Run 1, clock wiring as the flow saved it:
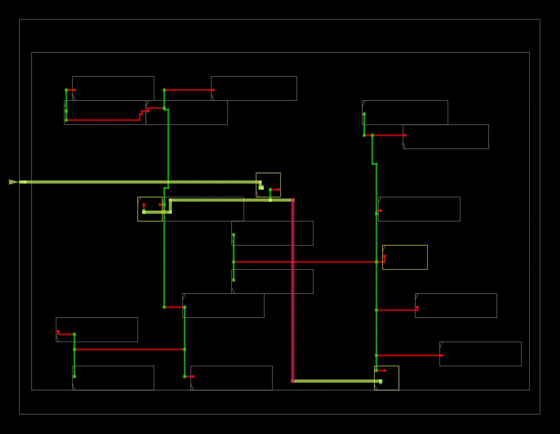
Run 1, I/O pins on the die edge:
Scale bar: 20 um. Pins as bars across the die edge, other pins in grey.
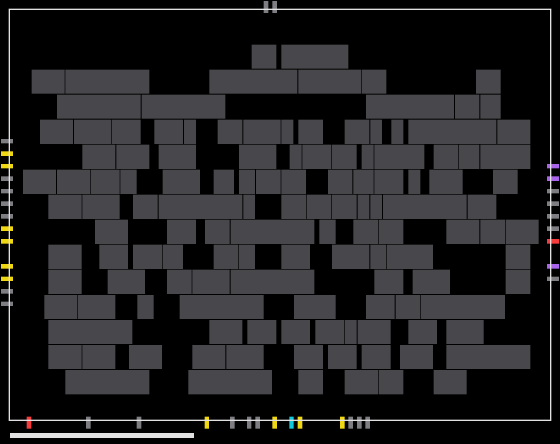
Run 1, wiring heat map:
Scale bar: 20 um. 12 x 9 tiles, from dark blue (low) to red (high), scaled to the fullest tile. Values are wire area over tile area, all layers added.
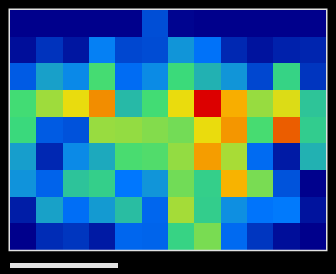
## src/rtl/counter_cascade_ctrl.sv

```systemverilog
// Run-to-target controller for a cascade of mod-RADIX counter stages with START/BUSY/DONE/ACK handshake.
// Optional build macro COUNTER_CASCADE_CTRL_PRESCALE_EN replaces TICK with an internal divide-by-PRESCALE tick.
`timescale 1ns/1ps
module counter_cascade_ctrl #(
    parameter int DIGITS   = 2,
    parameter int RADIX    = 20,
    parameter int WIDTH    = 5,
    parameter int PRESCALE = 4
) (
    input  logic                    CLK,
    input  logic                    RST,
    input  logic                    START,
    input  logic [DIGITS*WIDTH-1:0] TGT,
    input  logic                    TICK,
    input  logic                    HOLD,
    input  logic                    ABORT,
    input  logic                    ACK,
    input  logic [DIGITS*WIDTH-1:0] CNT_STG,
    input  logic [DIGITS-1:0]       COUT_STG,
    output logic [DIGITS-1:0]       EN_STG,
    output logic                    CLR_STG,
    output logic                    BUSY,
    output logic                    DONE,
    output logic                    ERR,
    output logic [2:0]              dbg_state
);

    typedef enum logic [2:0] {
        S_IDLE  = 3'd0,
        S_CLEAR = 3'd1,
        S_RUN   = 3'd2,
        S_PAUSE = 3'd3,
        S_DONE  = 3'd4
    } state_t;

    localparam logic [WIDTH:0] RADIX_W = RADIX[WIDTH:0];

    state_t                  state;
    logic [DIGITS*WIDTH-1:0] tgt_q;
    logic                    tgt_ok;
    logic                    match;
    logic                    tick_src;
    logic                    run_tick;
    logic                    chain;

    // {CLR_STG, BUSY, DONE} as seen while sitting in state s
    function automatic logic [2:0] outs(input state_t s);
        return {s != S_CLEAR, (s == S_CLEAR) || (s == S_RUN) || (s == S_PAUSE), s == S_DONE};
    endfunction

    always_comb begin
        tgt_ok = 1'b1;
        for (int i = 0; i < DIGITS; i++) begin
            if ({1'b0, TGT[i*WIDTH +: WIDTH]} >= RADIX_W) tgt_ok = 1'b0;
        end
    end

`ifdef COUNTER_CASCADE_CTRL_PRESCALE_EN
    localparam int PW = (PRESCALE > 1) ? $clog2(PRESCALE) : 1;
    localparam logic [PW-1:0] PS_LAST = PW'(PRESCALE - 1);

    logic [PW-1:0] pre_q;
    logic          unused_tick;

    assign unused_tick = TICK;

    // Frozen whenever HOLD is high so a pause resumes mid-period.
    always_ff @(posedge CLK or negedge RST) begin
        if (!RST) begin
            pre_q <= '0;
        end else if (state == S_CLEAR) begin
            pre_q <= '0;
        end else if (state == S_RUN && !HOLD) begin
            pre_q <= (pre_q == PS_LAST) ? '0 : pre_q + 1'b1;
        end
    end

    assign tick_src = (pre_q == PS_LAST);
`else
    logic unused_prescale;

    assign unused_prescale = ^PRESCALE;
    assign tick_src        = TICK;
`endif

    assign match    = (CNT_STG == tgt_q);
    assign run_tick = (state == S_RUN) & tick_src & ~HOLD & ~match;

    // Stage i advances only when every lower stage is at its terminal count.
    always_comb begin
        EN_STG = '0;
        chain  = run_tick;
        for (int i = 0; i < DIGITS; i++) begin
            EN_STG[i] = chain;
            chain     = chain & COUT_STG[i];
        end
    end

    always_ff @(posedge CLK or negedge RST) begin
        if (!RST) begin
            state                 <= S_IDLE;
            tgt_q                 <= '0;
            {CLR_STG, BUSY, DONE} <= 3'b100;
            ERR                   <= 1'b0;
        end else begin
            ERR <= 1'b0;
            case (state)
                S_IDLE: begin
                    if (START && tgt_ok) begin
                        tgt_q                 <= TGT;
                        state                 <= S_CLEAR;
                        {CLR_STG, BUSY, DONE} <= outs(S_CLEAR);
                    end else if (START) begin
                        ERR <= 1'b1;
                    end
                end
                S_CLEAR: begin
                    state                 <= S_RUN;
                    {CLR_STG, BUSY, DONE} <= outs(S_RUN);
                end
                S_RUN: begin
                    if (ABORT) begin
                        state                 <= S_IDLE;
                        {CLR_STG, BUSY, DONE} <= outs(S_IDLE);
                    end else if (match) begin
                        state                 <= S_DONE;
                        {CLR_STG, BUSY, DONE} <= outs(S_DONE);
                    end else if (HOLD) begin
                        state                 <= S_PAUSE;
                        {CLR_STG, BUSY, DONE} <= outs(S_PAUSE);
                    end
                end
                S_PAUSE: begin
                    if (ABORT) begin
                        state                 <= S_IDLE;
                        {CLR_STG, BUSY, DONE} <= outs(S_IDLE);
                    end else if (!HOLD) begin
                        state                 <= S_RUN;
                        {CLR_STG, BUSY, DONE} <= outs(S_RUN);
                    end
                end
                S_DONE: begin
                    // A valid START here doubles as the acknowledge for the finished run.
                    if (START && tgt_ok) begin
                        tgt_q                 <= TGT;
                        state                 <= S_CLEAR;
                        {CLR_STG, BUSY, DONE} <= outs(S_CLEAR);
                    end else if (ACK || ABORT) begin
                        state                 <= S_IDLE;
                        {CLR_STG, BUSY, DONE} <= outs(S_IDLE);
                    end
                    if (START && !tgt_ok) ERR <= 1'b1;
                end
                default: begin
                    state                 <= S_IDLE;
                    {CLR_STG, BUSY, DONE} <= outs(S_IDLE);
                end
            endcase
        end
    end

    assign dbg_state = state;

endmodule

```

## config.mk

```make
export PLATFORM = sky130hd
export DESIGN_NAME = counter_cascade_ctrl
export DESIGN_NICKNAME = d
export VERILOG_FILES = /design/src/rtl/counter_cascade_ctrl.sv
export SDC_FILE = /design/constraint.sdc
export NUM_CORES = 1
export LEC_CHECK = 0
export CAP_MARGIN = 20
export CORE_ASPECT_RATIO = 0.75
export CORE_UTILIZATION = 35
export DETAILED_ROUTE_END_ITERATION = 7
export PLACE_DENSITY = 0.74
export SLEW_MARGIN = 40
export SYNTH_ARGS = -nofsm -noshare
export SYNTH_HDL_FRONTEND = slang
export SYNTH_SLANG_ARGS = --single-unit
```

## constraint.sdc

```tcl
create_clock -name CLK -period 1.75 [get_ports CLK]
set_input_delay 0.35 -clock CLK [delete_from_list [all_inputs] [get_ports CLK]]
set_output_delay 0.35 -clock CLK [all_outputs]
set_load 0.05 [all_outputs]
```

==> results.txt, run 1 <==
area of all placed cells without fillers - 0.001405 mm2
combinational gates - 55
max layer used - met4
sequential share of power - 35.6%
boundary pin count - 38
Die Y-Extent - 44.51 um
CP max stage cell - sky130_fd_sc_hd__or3b_4
power in sequential cells - 0.649 mW
cts hold-fix bufs - 0
Levels on crit path - 6
post-route insts no fill - 160
largest fanout on the critical path - 2
critical path endpoint - EN_STG[1]
total overflow reported by the global router - 0
final setup violating endpoints - 4
net switching fraction of the power - 37.88%
Non-clock inverters - 1
violated checks - setup timing
Crit Path Class - reg -> out
number of global-route vias before repair - 835
chip area in the Yosys report - 843.3 um2
maximum buffer depth of the clock tree - 2
synth-to-layout area growth - 66.62%
area fraction in mux cells - 14.69%
top power group - combinational logic
routed wl met3 - 157 um
combinational gate area - 447.9 um2
post-layout period usage of the worst path - 137.7%
hold_ws - 0.3958 ns
number of instances in the synthesized netlist - 75
Critical path origin - tgt_q[6]$_DFFE_PN0P_
clock tree from TritonCTS - done
layout cell share with drive strength beyond 1 - 39.06%
Die Span X - 58.68 um
final layout net count - 158
most frequent logic cells in the routed design - sky130_fd_sc_hd__clkdlybuf4s50_1 (23), sky130_fd_sc_hd__buf_4 (23), sky130_fd_sc_hd__dfrtp_1 (13)
cell area power density - 1298 mW/mm2
r2r worst-path depth - 6
Final Worst Setup Slack - -0.6599 ns
status - finished, violations left
Back to the opening pictures, 'clock wiring as the flow saved it':
clock latency at the later pin of the worst-skew pair: 0.30 ns
number of clock buffers inserted by TritonCTS: 3

Back to the opening pictures, 'I/O pins on the die edge':
colour	port	pins	direction	edge
yellow	CNT_STG	10	input	6 left, 4 bottom
red	COUT_STG	2	input	1 right, 1 bottom
cyan	ERR	1	output	bottom
purple	dbg_state	3	output	right

Back to the opening pictures, 'wiring heat map':
densest ninth of the die	centre
nearly empty tiles	13%
emptiest ninth of the die	upper right
fullest tile	0.40
tiles over half the peak	27%
mean over tiles	0.13

-- run 1: what timing repair did --
action	CTS	global route
gates resized	12	5
buffers inserted	7	3
cloned	0	0
setup endpoints to repair	5	7
pin swaps	6	3
-- run 1: Yosys cell counts (all sizes together) --
library cell / number
nand2: 4
a21boi: 1
dfrtp: 15
clkbuf: 1
nand4b: 1
nand3b: 1
dfstp: 1
o2111ai: 1
nand4: 3
and4b: 1
nor2: 6
a21oi: 3
mux2: 11
and2: 1
inv: 1
xor2: 4
a32oi: 1
nor4: 1
or3b: 1
nand3: 2
o21ai: 3
buf: 2
xnor2: 6
o211ai: 1
nor2b: 2
nor3b: 1
Run 1, where the registers sit:
Scale bar: 20 um.
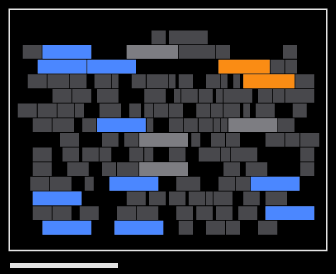

--- run 2 (diff from run 1) ---
--- a/config.mk
+++ b/config.mk
@@ -9,7 +9,8 @@
 export CORE_ASPECT_RATIO = 0.75
 export CORE_UTILIZATION = 35
 export DETAILED_ROUTE_END_ITERATION = 7
-export PLACE_DENSITY = 0.74
+export DONT_BUFFER_PORTS = 1
+export PLACE_DENSITY = 0.52
 export SLEW_MARGIN = 40
 export SYNTH_ARGS = -nofsm -noshare
 export SYNTH_HDL_FRONTEND = slang
Run 2, where the registers sit:
Scale bar: 20 um.
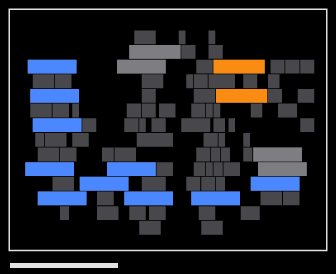
colour	signal	sequential cells
blue	tgt_q	10
orange	dbg_state	2
not coloured	4

==> results.txt, run 2 <==
total overflow reported by the global router - 0
final layout net count - 122
cell area power density - 1570 mW/mm2
violated checks - setup timing
sequential share of power - 43.6%
maximum buffer depth of the clock tree - 2
post-layout period usage of the worst path - 133.3%
Die Y-Extent - 44.51 um
layout cell share with drive strength beyond 1 - 41.30%
synth-to-layout area growth - 24.63%
number of global-route vias before repair - 605
number of enable flip-flop cells - 0
cts hold-fix bufs - 1
Most common reg cell - sky130_fd_sc_hd__dfrtp_1
number of gates resized after cts - 5
Levels on crit path - 5
chip area in the Yosys report - 843.3 um2
critical path endpoint - EN_STG[1]
maximum achievable frequency - 428.8 MHz
status - finished, violations left
area of all placed cells without fillers - 0.001051 mm2
final setup violating endpoints - 5
asr flop ratio synth - 100.0%
Die Span X - 58.68 um
number of clock buffers inserted by TritonCTS - 3
hold_ws - 0.1076 ns
Final Worst Setup Slack - -0.5819 ns
power in sequential cells - 0.720 mW
top power group - sequential cells
r2r worst-path depth - 7
largest fanout on the critical path - 2
CP max stage cell - sky130_fd_sc_hd__or3b_4
Crit Path Class - reg -> out
cell with the most instances after synthesis - sky130_fd_sc_hd__dfrtp_1
clock share of power - 15.0%
boundary pin count - 38
most frequent logic cells in the routed design - sky130_fd_sc_hd__buf_4 (14), sky130_fd_sc_hd__dfrtp_1 (13), sky130_fd_sc_hd__mux2_2 (10)
area fraction in mux cells - 14.69%
clock latency at the later pin of the worst-skew pair - 0.29 ns
run 2: layout make-up:
cell class | instances | area (um2)
tap | 32 | 40.04
multi-input combinational | 55 | 440.4
inverter | 1 | 3.754
fill | 208 | 1086
sequential | 16 | 404.1
timing repair buffer | 16 | 126.4
clock buffer | 4 | 36.28
run 2: metal layers:
layer	global-route usage, %	share of wire [%]
met5	0	0
met4	4.286	0
met3	6.725	9.8
met2	22.53	41
met1	18.95	49
run 2: per-stage QoR:
step | cells | TNS (ns) | worst slack, ns
final | 124 | -1.432 | -0.5819
after global routing | 124 | -2.071 | -0.7078
after CTS | 123 | -1.461 | -0.5963
after detailed placement | 117 | -0.6263 | -0.2570
after global placement | 117 | -0.6072 | -0.2525
after floorplan | 75 | -0.3436 | -0.1745
Run 2, I/O pins on the die edge:
Scale bar: 20 um. Pins as bars across the die edge, other pins in grey.
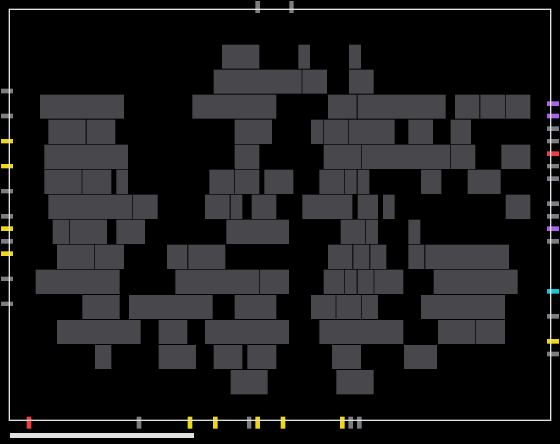

--- run 3 (diff from run 2) ---
--- a/config.mk
+++ b/config.mk
@@ -5,12 +5,12 @@
 export SDC_FILE = /design/constraint.sdc
 export NUM_CORES = 1
 export LEC_CHECK = 0
+export ABC_CLOCK_PERIOD_IN_PS = 1750
 export CAP_MARGIN = 20
-export CORE_ASPECT_RATIO = 0.75
-export CORE_UTILIZATION = 35
+export CORE_UTILIZATION = 53
 export DETAILED_ROUTE_END_ITERATION = 7
 export DONT_BUFFER_PORTS = 1
-export PLACE_DENSITY = 0.52
+export PLACE_DENSITY = 0.72
 export SLEW_MARGIN = 40
 export SYNTH_ARGS = -nofsm -noshare
 export SYNTH_HDL_FRONTEND = slang
Run 3, I/O pins on the die edge:
Scale bar: 10 um. Pins as bars across the die edge, other pins in grey.
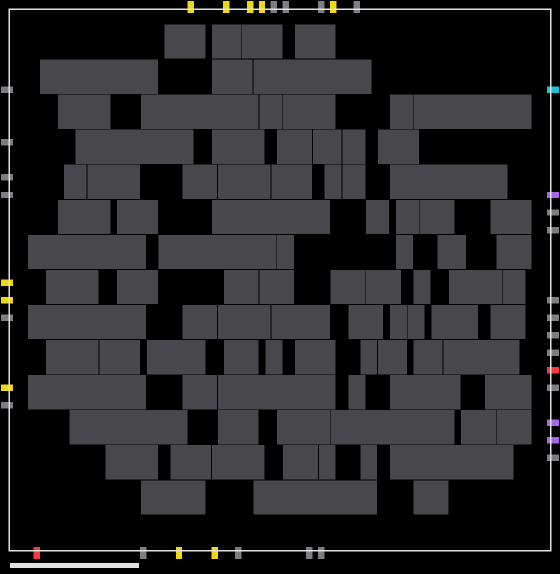
colour	port	pins	direction	edge
yellow	CNT_STG	10	input	5 top, 3 left, 2 bottom
purple	dbg_state	3	output	right
cyan	ERR	1	output	right
red	COUT_STG	2	input	1 right, 1 bottom

==> results.txt, run 3 <==
post-placement cell count - 98
power in sequential cells - 0.725 mW
clock latency at the later pin of the worst-skew pair - 0.28 ns
cell with the most instances after synthesis - sky130_fd_sc_hd__dfrtp_1
routed wl met3 - 112 um
final layout net count - 120
cell area power density - 1578 mW/mm2
number of instances in the synthesized netlist - 75
maximum achievable frequency - 438.4 MHz
post-placement setup slack - -0.2304 ns
number of enable flip-flop cells - 0
top power group - sequential cells
final setup violating endpoints - 4
CP max stage cell - sky130_fd_sc_hd__or3b_4
boundary pin count - 38
total overflow reported by the global router - 0
clock share of power - 14.9%
status - finished, violations left
hold_ws - 0.1118 ns
number of clock buffers inserted by TritonCTS - 3
maximum buffer depth of the clock tree - 2
post-layout period usage of the worst path - 130.4%
asr flop ratio synth - 100.0%
area fraction in mux cells - 14.69%
Critical path origin - tgt_q[3]$_DFFE_PN0P_
Final Worst Setup Slack - -0.5312 ns
GR Util met1 - 23.99%
critical path endpoint - EN_STG[1]
Die Span X - 41.89 um
largest fanout on the critical path - 2
wire length on met1 - 631 um
r2r worst-path depth - 7
violated checks - setup timing
Levels on crit path - 5
Crit Path Class - reg -> out
## run 3: cell counts after synthesis
Identical to the previous run, type by type.
## run 3: timing repair
| item | 4_1_cts | 5_1_grt |
|---|---|---|
| hold buffers | 1 | 1 |
| buffers inserted | 1 | 1 |
| setup endpoints to repair | 3 | 5 |
| resized | 2 | 3 |
| pin swaps | 2 | 2 |
| endpoints found under the hold margin | 16 | 15 |
## run 3: cell type report
cell class | instances | area (um2) | share of cell area [%]
multi-input cells | 55 | 441.7 | 43.53
well taps | 16 | 20.02 | 1.973
inverters | 1 | 3.754 | 0.3699
repair buffers | 14 | 108.9 | 10.73
flip-flops and latches | 16 | 404.1 | 39.83
clock buffers | 4 | 36.28 | 3.576

==> notes/layouts.md <==
Pictures saved along the way, in no particular order.

Met1 routing.
Scale bar: 20 um.
Plate I
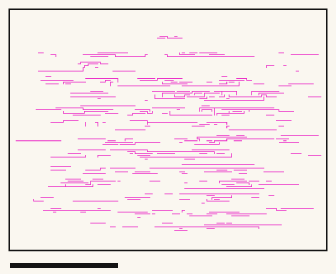
Plate II
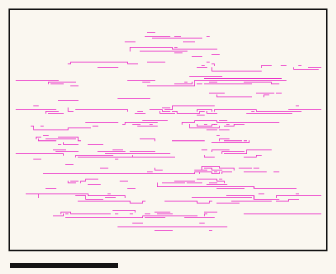
Run 2 is Plate II.
Run 1 is Plate I.

No activity file was given, so power comes from the tool's default toggle rates.
